Fig. 1: wires at chosen ports, followed through buffers
Scale bar: 20 um.
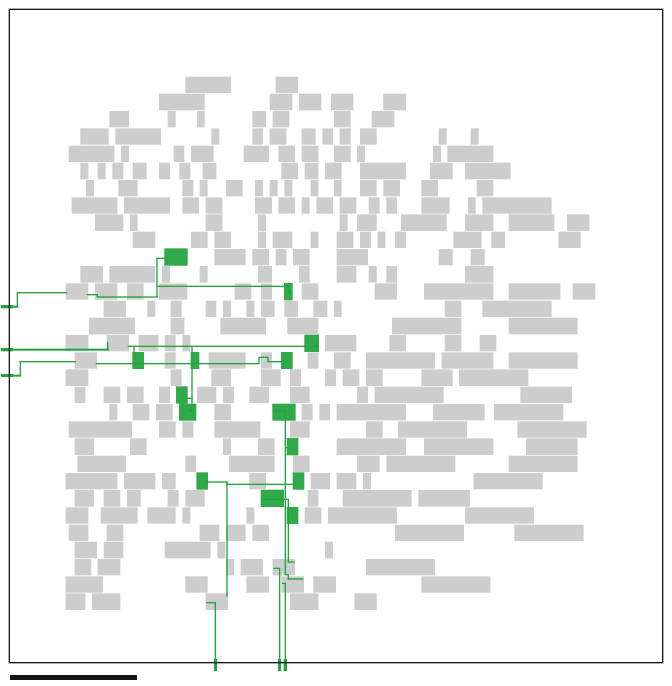
Fig. 2: placed standard cells
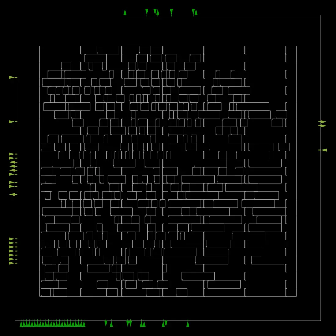
<file path="src/rtl/cu_pkg.sv">
// Shared control-unit encodings: next-state modes,
// ARM condition codes and status flag bit positions.
package cu_pkg;

  typedef enum logic [2:0] {
    NS_INC     = 3'd0,
    NS_JUMP    = 3'd1,
    NS_DECODE  = 3'd2,
    NS_CJUMP   = 3'd3,
    NS_WAIT    = 3'd4,
    NS_CALL    = 3'd5,
    NS_RET     = 3'd6,
    NS_RESTART = 3'd7
  } ns_sel_e;

  localparam logic [3:0] COND_EQ = 4'h0;
  localparam logic [3:0] COND_NE = 4'h1;
  localparam logic [3:0] COND_CS = 4'h2;
  localparam logic [3:0] COND_CC = 4'h3;
  localparam logic [3:0] COND_MI = 4'h4;
  localparam logic [3:0] COND_PL = 4'h5;
  localparam logic [3:0] COND_VS = 4'h6;
  localparam logic [3:0] COND_VC = 4'h7;
  localparam logic [3:0] COND_HI = 4'h8;
  localparam logic [3:0] COND_LS = 4'h9;
  localparam logic [3:0] COND_GE = 4'hA;
  localparam logic [3:0] COND_LT = 4'hB;
  localparam logic [3:0] COND_GT = 4'hC;
  localparam logic [3:0] COND_LE = 4'hD;
  localparam logic [3:0] COND_AL = 4'hE;
  localparam logic [3:0] COND_NV = 4'hF;

  localparam int FLAG_N = 3;
  localparam int FLAG_Z = 2;
  localparam int FLAG_C = 1;
  localparam int FLAG_V = 0;

endpackage

</file>
<file path="src/rtl/micro_sequencer_if.sv">
// Bundle between the sequencer and its environment:
// IR/flags/ROM fields in, ROM address and status out.
interface micro_sequencer_if #(
  parameter int STATE_W     = 6,
  parameter int STACK_DEPTH = 4
);
  localparam int LVL_W = $clog2(STACK_DEPTH + 1);

  logic [31:0]        IR_Out;
  logic [3:0]         Flags;
  logic               MFC;
  logic [2:0]         NS_SEL;
  logic [STATE_W-1:0] NS_ADDR;
  logic [STATE_W-1:0] UPC;
  logic               MFA;
  logic               COND_PASS;
  logic [LVL_W-1:0]   STK_LVL;
  logic               STK_ERR;
  logic               TMO;

  modport master (
    output IR_Out, Flags, MFC, NS_SEL, NS_ADDR,
    input  UPC, MFA, COND_PASS, STK_LVL, STK_ERR, TMO
  );

  modport slave (
    input  IR_Out, Flags, MFC, NS_SEL, NS_ADDR,
    output UPC, MFA, COND_PASS, STK_LVL, STK_ERR, TMO
  );

endinterface

</file>
<file path="src/rtl/cond_eval.sv">
// ARM condition-code evaluator, purely combinational.
// Shared between the sequencer and the datapath.
module cond_eval
  import cu_pkg::*;
(
  input  logic [3:0] cond,
  input  logic [3:0] flags,
  output logic       pass
);

  logic n, z, c, v;

  assign n = flags[FLAG_N];
  assign z = flags[FLAG_Z];
  assign c = flags[FLAG_C];
  assign v = flags[FLAG_V];

  always_comb begin
    pass = 1'b0;
    unique case (cond)
      COND_EQ: pass = z;
      COND_NE: pass = !z;
      COND_CS: pass = c;
      COND_CC: pass = !c;
      COND_MI: pass = n;
      COND_PL: pass = !n;
      COND_VS: pass = v;
      COND_VC: pass = !v;
      COND_HI: pass = c && !z;
      COND_LS: pass = !c || z;
      COND_GE: pass = (n == v);
      COND_LT: pass = (n != v);
      COND_GT: pass = !z && (n == v);
      COND_LE: pass = z || (n != v);
      COND_AL: pass = 1'b1;
      COND_NV: pass = 1'b0;
    endcase
  end

endmodule

</file>
<file path="src/rtl/micro_sequencer.sv">
// Microprogram sequencer: computes the next control-ROM
// address with call stack, condition test and MFC timeout.
module micro_sequencer
  import cu_pkg::*;
#(
  parameter int STATE_W     = 6,
  parameter int STACK_DEPTH = 4,
  parameter int MFC_TIMEOUT = 15,
  parameter int FETCH_ADDR  = 0,
  parameter int DECODE_BASE = 16,
  parameter int ABORT_ADDR  = 63
) (
  input logic CLK,
  input logic CLR,
  micro_sequencer_if.slave bus
);

  localparam int LVL_W = $clog2(STACK_DEPTH + 1);
  localparam int IDX_W =
    (STACK_DEPTH > 1) ? $clog2(STACK_DEPTH) : 1;
  localparam int CNT_W = $clog2(MFC_TIMEOUT);

  localparam logic [STATE_W-1:0] FETCH =
    STATE_W'(FETCH_ADDR);
  localparam logic [STATE_W-1:0] ABORT =
    STATE_W'(ABORT_ADDR);
  localparam logic [STATE_W-1:0] DBASE =
    STATE_W'(DECODE_BASE);
  localparam logic [LVL_W-1:0] FULL =
    LVL_W'(STACK_DEPTH);
  localparam logic [CNT_W-1:0] CNT_LAST =
    CNT_W'(MFC_TIMEOUT - 1);

  logic [STATE_W-1:0] upc_q, upc_d, upc_inc;
  logic [LVL_W-1:0]   lvl_q, lvl_d;
  logic [CNT_W-1:0]   cnt_q, cnt_d;
  logic               err_q, err_d;
  logic               tmo_q, tmo_d;
  logic               push;
  logic               pass;
  logic [IDX_W-1:0]   widx, ridx;
  logic [3:0]         dec_off;
  logic [STATE_W-1:0] stk_q [STACK_DEPTH];

  cond_eval u_cond (
    .cond  (bus.IR_Out[31:28]),
    .flags (bus.Flags),
    .pass  (pass)
  );

  assign upc_inc = upc_q + 1'b1;
  assign widx    = lvl_q[IDX_W-1:0];
  assign ridx    = widx - 1'b1;
  assign dec_off = {bus.IR_Out[27:25], bus.IR_Out[20]};

  always_ff @(posedge CLK) begin
    if (!CLR) begin
      upc_q <= FETCH;
      lvl_q <= '0;
      cnt_q <= '0;
      err_q <= 1'b0;
      tmo_q <= 1'b0;
    end else begin
      upc_q <= upc_d;
      lvl_q <= lvl_d;
      cnt_q <= cnt_d;
      err_q <= err_d;
      tmo_q <= tmo_d;
    end
  end

  // Entries above lvl_q are dead, so the array needs no reset.
  always_ff @(posedge CLK) begin
    if (CLR && push) begin
      stk_q[widx] <= upc_inc;
    end
  end

  always_comb begin
    upc_d = upc_q;
    lvl_d = lvl_q;
    cnt_d = '0;
    err_d = err_q;
    tmo_d = tmo_q;
    push  = 1'b0;
    unique case (bus.NS_SEL)
      NS_INC:    upc_d = upc_inc;
      NS_JUMP:   upc_d = bus.NS_ADDR;
      NS_DECODE: upc_d = DBASE + STATE_W'(dec_off);
      NS_CJUMP:  upc_d = pass ? bus.NS_ADDR : upc_inc;
      NS_WAIT: begin
        if (bus.MFC) begin
          upc_d = upc_inc;
        end else if (cnt_q == CNT_LAST) begin
          upc_d = ABORT;
          tmo_d = 1'b1;
        end else begin
          cnt_d = cnt_q + 1'b1;
        end
      end
      NS_CALL: begin
        if (lvl_q == FULL) begin
          upc_d = ABORT;
          err_d = 1'b1;
        end else begin
          upc_d = bus.NS_ADDR;
          lvl_d = lvl_q + 1'b1;
          push  = 1'b1;
        end
      end
      NS_RET: begin
        if (lvl_q == '0) begin
          upc_d = ABORT;
          err_d = 1'b1;
        end else begin
          upc_d = stk_q[ridx];
          lvl_d = lvl_q - 1'b1;
        end
      end
      NS_RESTART: begin
        upc_d = FETCH;
        lvl_d = '0;
        err_d = 1'b0;
        tmo_d = 1'b0;
      end
    endcase
  end

  assign bus.UPC       = upc_q;
  assign bus.MFA       = (bus.NS_SEL == NS_WAIT);
  assign bus.COND_PASS = pass;
  assign bus.STK_LVL   = lvl_q;
  assign bus.STK_ERR   = err_q;
  assign bus.TMO       = tmo_q;

endmodule

</file>
<file path="src/flat_wrapper.sv">
// flat-port wrapper written by rule: the top's interface ports become plain ports
module micro_sequencer_flat import cu_pkg::*;
#(
  parameter int STATE_W     = 6,
  parameter int STACK_DEPTH = 4,
  parameter int MFC_TIMEOUT = 15,
  parameter int FETCH_ADDR  = 0,
  parameter int DECODE_BASE = 16,
  parameter int ABORT_ADDR  = 63
)
  (CLK, CLR, bus_IR_Out, bus_Flags, bus_MFC, bus_NS_SEL, bus_NS_ADDR, bus_UPC, bus_MFA, bus_COND_PASS, bus_STK_LVL, bus_STK_ERR, bus_TMO);
  micro_sequencer_if #(.STATE_W(STATE_W), .STACK_DEPTH(STACK_DEPTH)) bus_i ();
  input logic CLK;
  input logic CLR;
  input wire logic [$bits(bus_i.IR_Out)-1:0] bus_IR_Out;
  input wire logic [$bits(bus_i.Flags)-1:0] bus_Flags;
  input wire logic [$bits(bus_i.MFC)-1:0] bus_MFC;
  input wire logic [$bits(bus_i.NS_SEL)-1:0] bus_NS_SEL;
  input wire logic [$bits(bus_i.NS_ADDR)-1:0] bus_NS_ADDR;
  output wire logic [$bits(bus_i.UPC)-1:0] bus_UPC;
  output wire logic [$bits(bus_i.MFA)-1:0] bus_MFA;
  output wire logic [$bits(bus_i.COND_PASS)-1:0] bus_COND_PASS;
  output wire logic [$bits(bus_i.STK_LVL)-1:0] bus_STK_LVL;
  output wire logic [$bits(bus_i.STK_ERR)-1:0] bus_STK_ERR;
  output wire logic [$bits(bus_i.TMO)-1:0] bus_TMO;
  assign bus_i.IR_Out = bus_IR_Out;
  assign bus_i.Flags = bus_Flags;
  assign bus_i.MFC = bus_MFC;
  assign bus_i.NS_SEL = bus_NS_SEL;
  assign bus_i.NS_ADDR = bus_NS_ADDR;
  assign bus_UPC = bus_i.UPC;
  assign bus_MFA = bus_i.MFA;
  assign bus_COND_PASS = bus_i.COND_PASS;
  assign bus_STK_LVL = bus_i.STK_LVL;
  assign bus_STK_ERR = bus_i.STK_ERR;
  assign bus_TMO = bus_i.TMO;
  micro_sequencer #(.STATE_W(STATE_W), .STACK_DEPTH(STACK_DEPTH), .MFC_TIMEOUT(MFC_TIMEOUT), .FETCH_ADDR(FETCH_ADDR), .DECODE_BASE(DECODE_BASE), .ABORT_ADDR(ABORT_ADDR)) u_core (.CLK(CLK), .CLR(CLR), .bus(bus_i));
endmodule
</file>
<file path="config.mk">
export PLATFORM = sky130hd
export DESIGN_NAME = micro_sequencer_flat
export DESIGN_NICKNAME = d
export VERILOG_FILES = /design/src/rtl/cu_pkg.sv /design/src/rtl/micro_sequencer_if.sv /design/src/rtl/cond_eval.sv /design/src/rtl/micro_sequencer.sv /design/src/flat_wrapper.sv
export SDC_FILE = /design/constraint.sdc
export NUM_CORES = 1
export LEC_CHECK = 0
export CELL_PAD_IN_SITES_DETAIL_PLACEMENT = 1
export CELL_PAD_IN_SITES_GLOBAL_PLACEMENT = 2
export CORE_MARGIN = 8
export CORE_UTILIZATION = 30
export CTS_CLUSTER_DIAMETER = 200
export CTS_CLUSTER_SIZE = 40
export DETAILED_ROUTE_END_ITERATION = 7
export PLACE_DENSITY = 0.76
export SYNTH_ARGS = -nofsm -noshare
export SYNTH_HDL_FRONTEND = slang
export SYNTH_SLANG_ARGS = --single-unit
</file>
<file path="constraint.sdc">
create_clock -name CLK -period 2.6 [get_ports CLK]
set_clock_uncertainty 0.15 [all_clocks]
set_input_delay 0.52 -clock CLK [delete_from_list [all_inputs] [get_ports CLK]]
set_output_delay 0.52 -clock CLK [all_outputs]
set_load 0.01 [all_outputs]
</file>
==> flow_summary.ini <==
; synthesis and place-and-route metrics
[status]
outcome = finished, final reports clean

[worst_setup_path]
cp.depth = 8
cp-start-kind = primary input
setup.worst_path.end_class = output pin
crit_buf_inv = 4
reg2reg_depth = 8
critical_path.top_delay_family = buffers and inverters

[place]
hpwl_um = 5260
place_area_sq_mm = 0.00297
dp_cells = 374
place_ws_ns = -0.573

[final_layout]
inverters = 12
seq_area_sq_mm = 0.00102
syn_to_final_growth_pct = 37.3
fillerInstances = 844
seq_share_pct = 32.8
sh_comb_area_pct = 38.4
clkCellAreaFrac_pct = 3.70
design_area_sq_mm = 0.00311
comb_area_sq_mm = 0.00119
flops = 39
buffer_area_share_pct = 19.7
layout-drive-gt1-share_pct = 22.3
multi_input_comb_cells = 155

[pwr]
sw_frac_of_total_pct = 27.7
powerComb_mw = 0.372
power_mw = 1.60
power.share.clock_pct = 32.9
power.largest_group = registers
ir_drop_mv = 0.176
power_switching_mw = 0.445

[route]
wire_per_inst_um = 17.1
vias = 1933
firstDrtPassIters = 6
wl_met3_um = 264
vias_per_cell = 5.06
maxUsedRoutingLayer = met4
wl_um = 6540
first_iter_violations = 87
drc = 0

[synthesis]
ys.flops = 39
ys_types = 52
ys_cells = 214
yosys_area_sq_mm = 0.00227
yosysWarnings = 0
common_cells = 24 x edfxtp_1, 19 x nor2_1, 16 x a21oi_1, 15 x dfxtp_1, 13 x nand2_1
largest_area_cell = edfxtp_1
simple_gate_share_pct = 15.1
synth_area_sq_mm = 0.00227
synthAdderAreaFrac_pct = 4.75
mux_share_pct = 10.1
area_leaders = edfxtp_1 32%, dfxtp_1 13%, mux4_2 7.0%, ha_1 3.9%, a21oi_1 3.5%
ys_seq_share_pct = 45.0

[sta]
tightest_slew_ns = 0.564
max_freq_mhz = 397
setup_tns_ns = 0
finalCriticalPeriod_ns = 2.52
slew_violations = 0
setup_violations = 0
rsz0062_at_grt = false
setup_ws_ns = 0.0797
hold_viol_final = 0
relSlewSlack_pct = 62.3

[job]
openroad.warnings = 54

[grt]
grt_pass1_wl_um = 10700
antenna_found_initial = 0
grt_pass1_vias = 2068
grt_max_degree = 15

[clock_tree]
cts.repair.resized = 15
cts_tree = done
hold_buffers = 0
cts.sinks = 39
clk_pin_slew_worst_paths_ns = 0.09

[die]
pin_count = 61
tapCellCount = 99
dieArea_sq_mm = 0.0106
die_w_um = 103
die_h_um = 103

[worst_hold_path]
hold_class = register to register
-- Fig. 1 (at the start) --
| color | port | bits | direction | end cells | buffers | wire |
|---|---|---|---|---|---|---|
| green | `bus_NS_ADDR` | 6 | input | 14 | 6 | 274 um |

-- Fig. 2 (at the start) --
post-route insts no fill: 382
Final Util: 42.7%
total core area: 0.00729 sq mm
row cnt: 31

worst paths after layout:
kind	slack, ns	startpoint	end
worst max register to register	0.25	u_core.bus.STK_LVL[1]	u_core.bus.UPC[4]
worst max-delay path	0.08	bus_IR_Out[29]	bus_COND_PASS
worst min register to register	0.32	u_core.cnt_q[0]	u_core.cnt_q[0]
worst min-delay path	0.32	u_core.cnt_q[0]	u_core.cnt_q[0]
routing by layer:
layer / GRT usage [%] / vias to the layer above
li1: - / 943
met1: 15.7 / 953
met2: 22.9 / 35
met3: 3.31 / 2
met4: 2.34 / 0
met5: 0 / -
state kept, by name (all words and copies together) (netlist names):
signal              count
u_core.bus.TMO          1
u_core.bus.UPC          6
u_core.cnt_q            4
u_core.bus.STK_ERR      1
u_core.bus.STK_LVL      3
u_core.stk_q           24
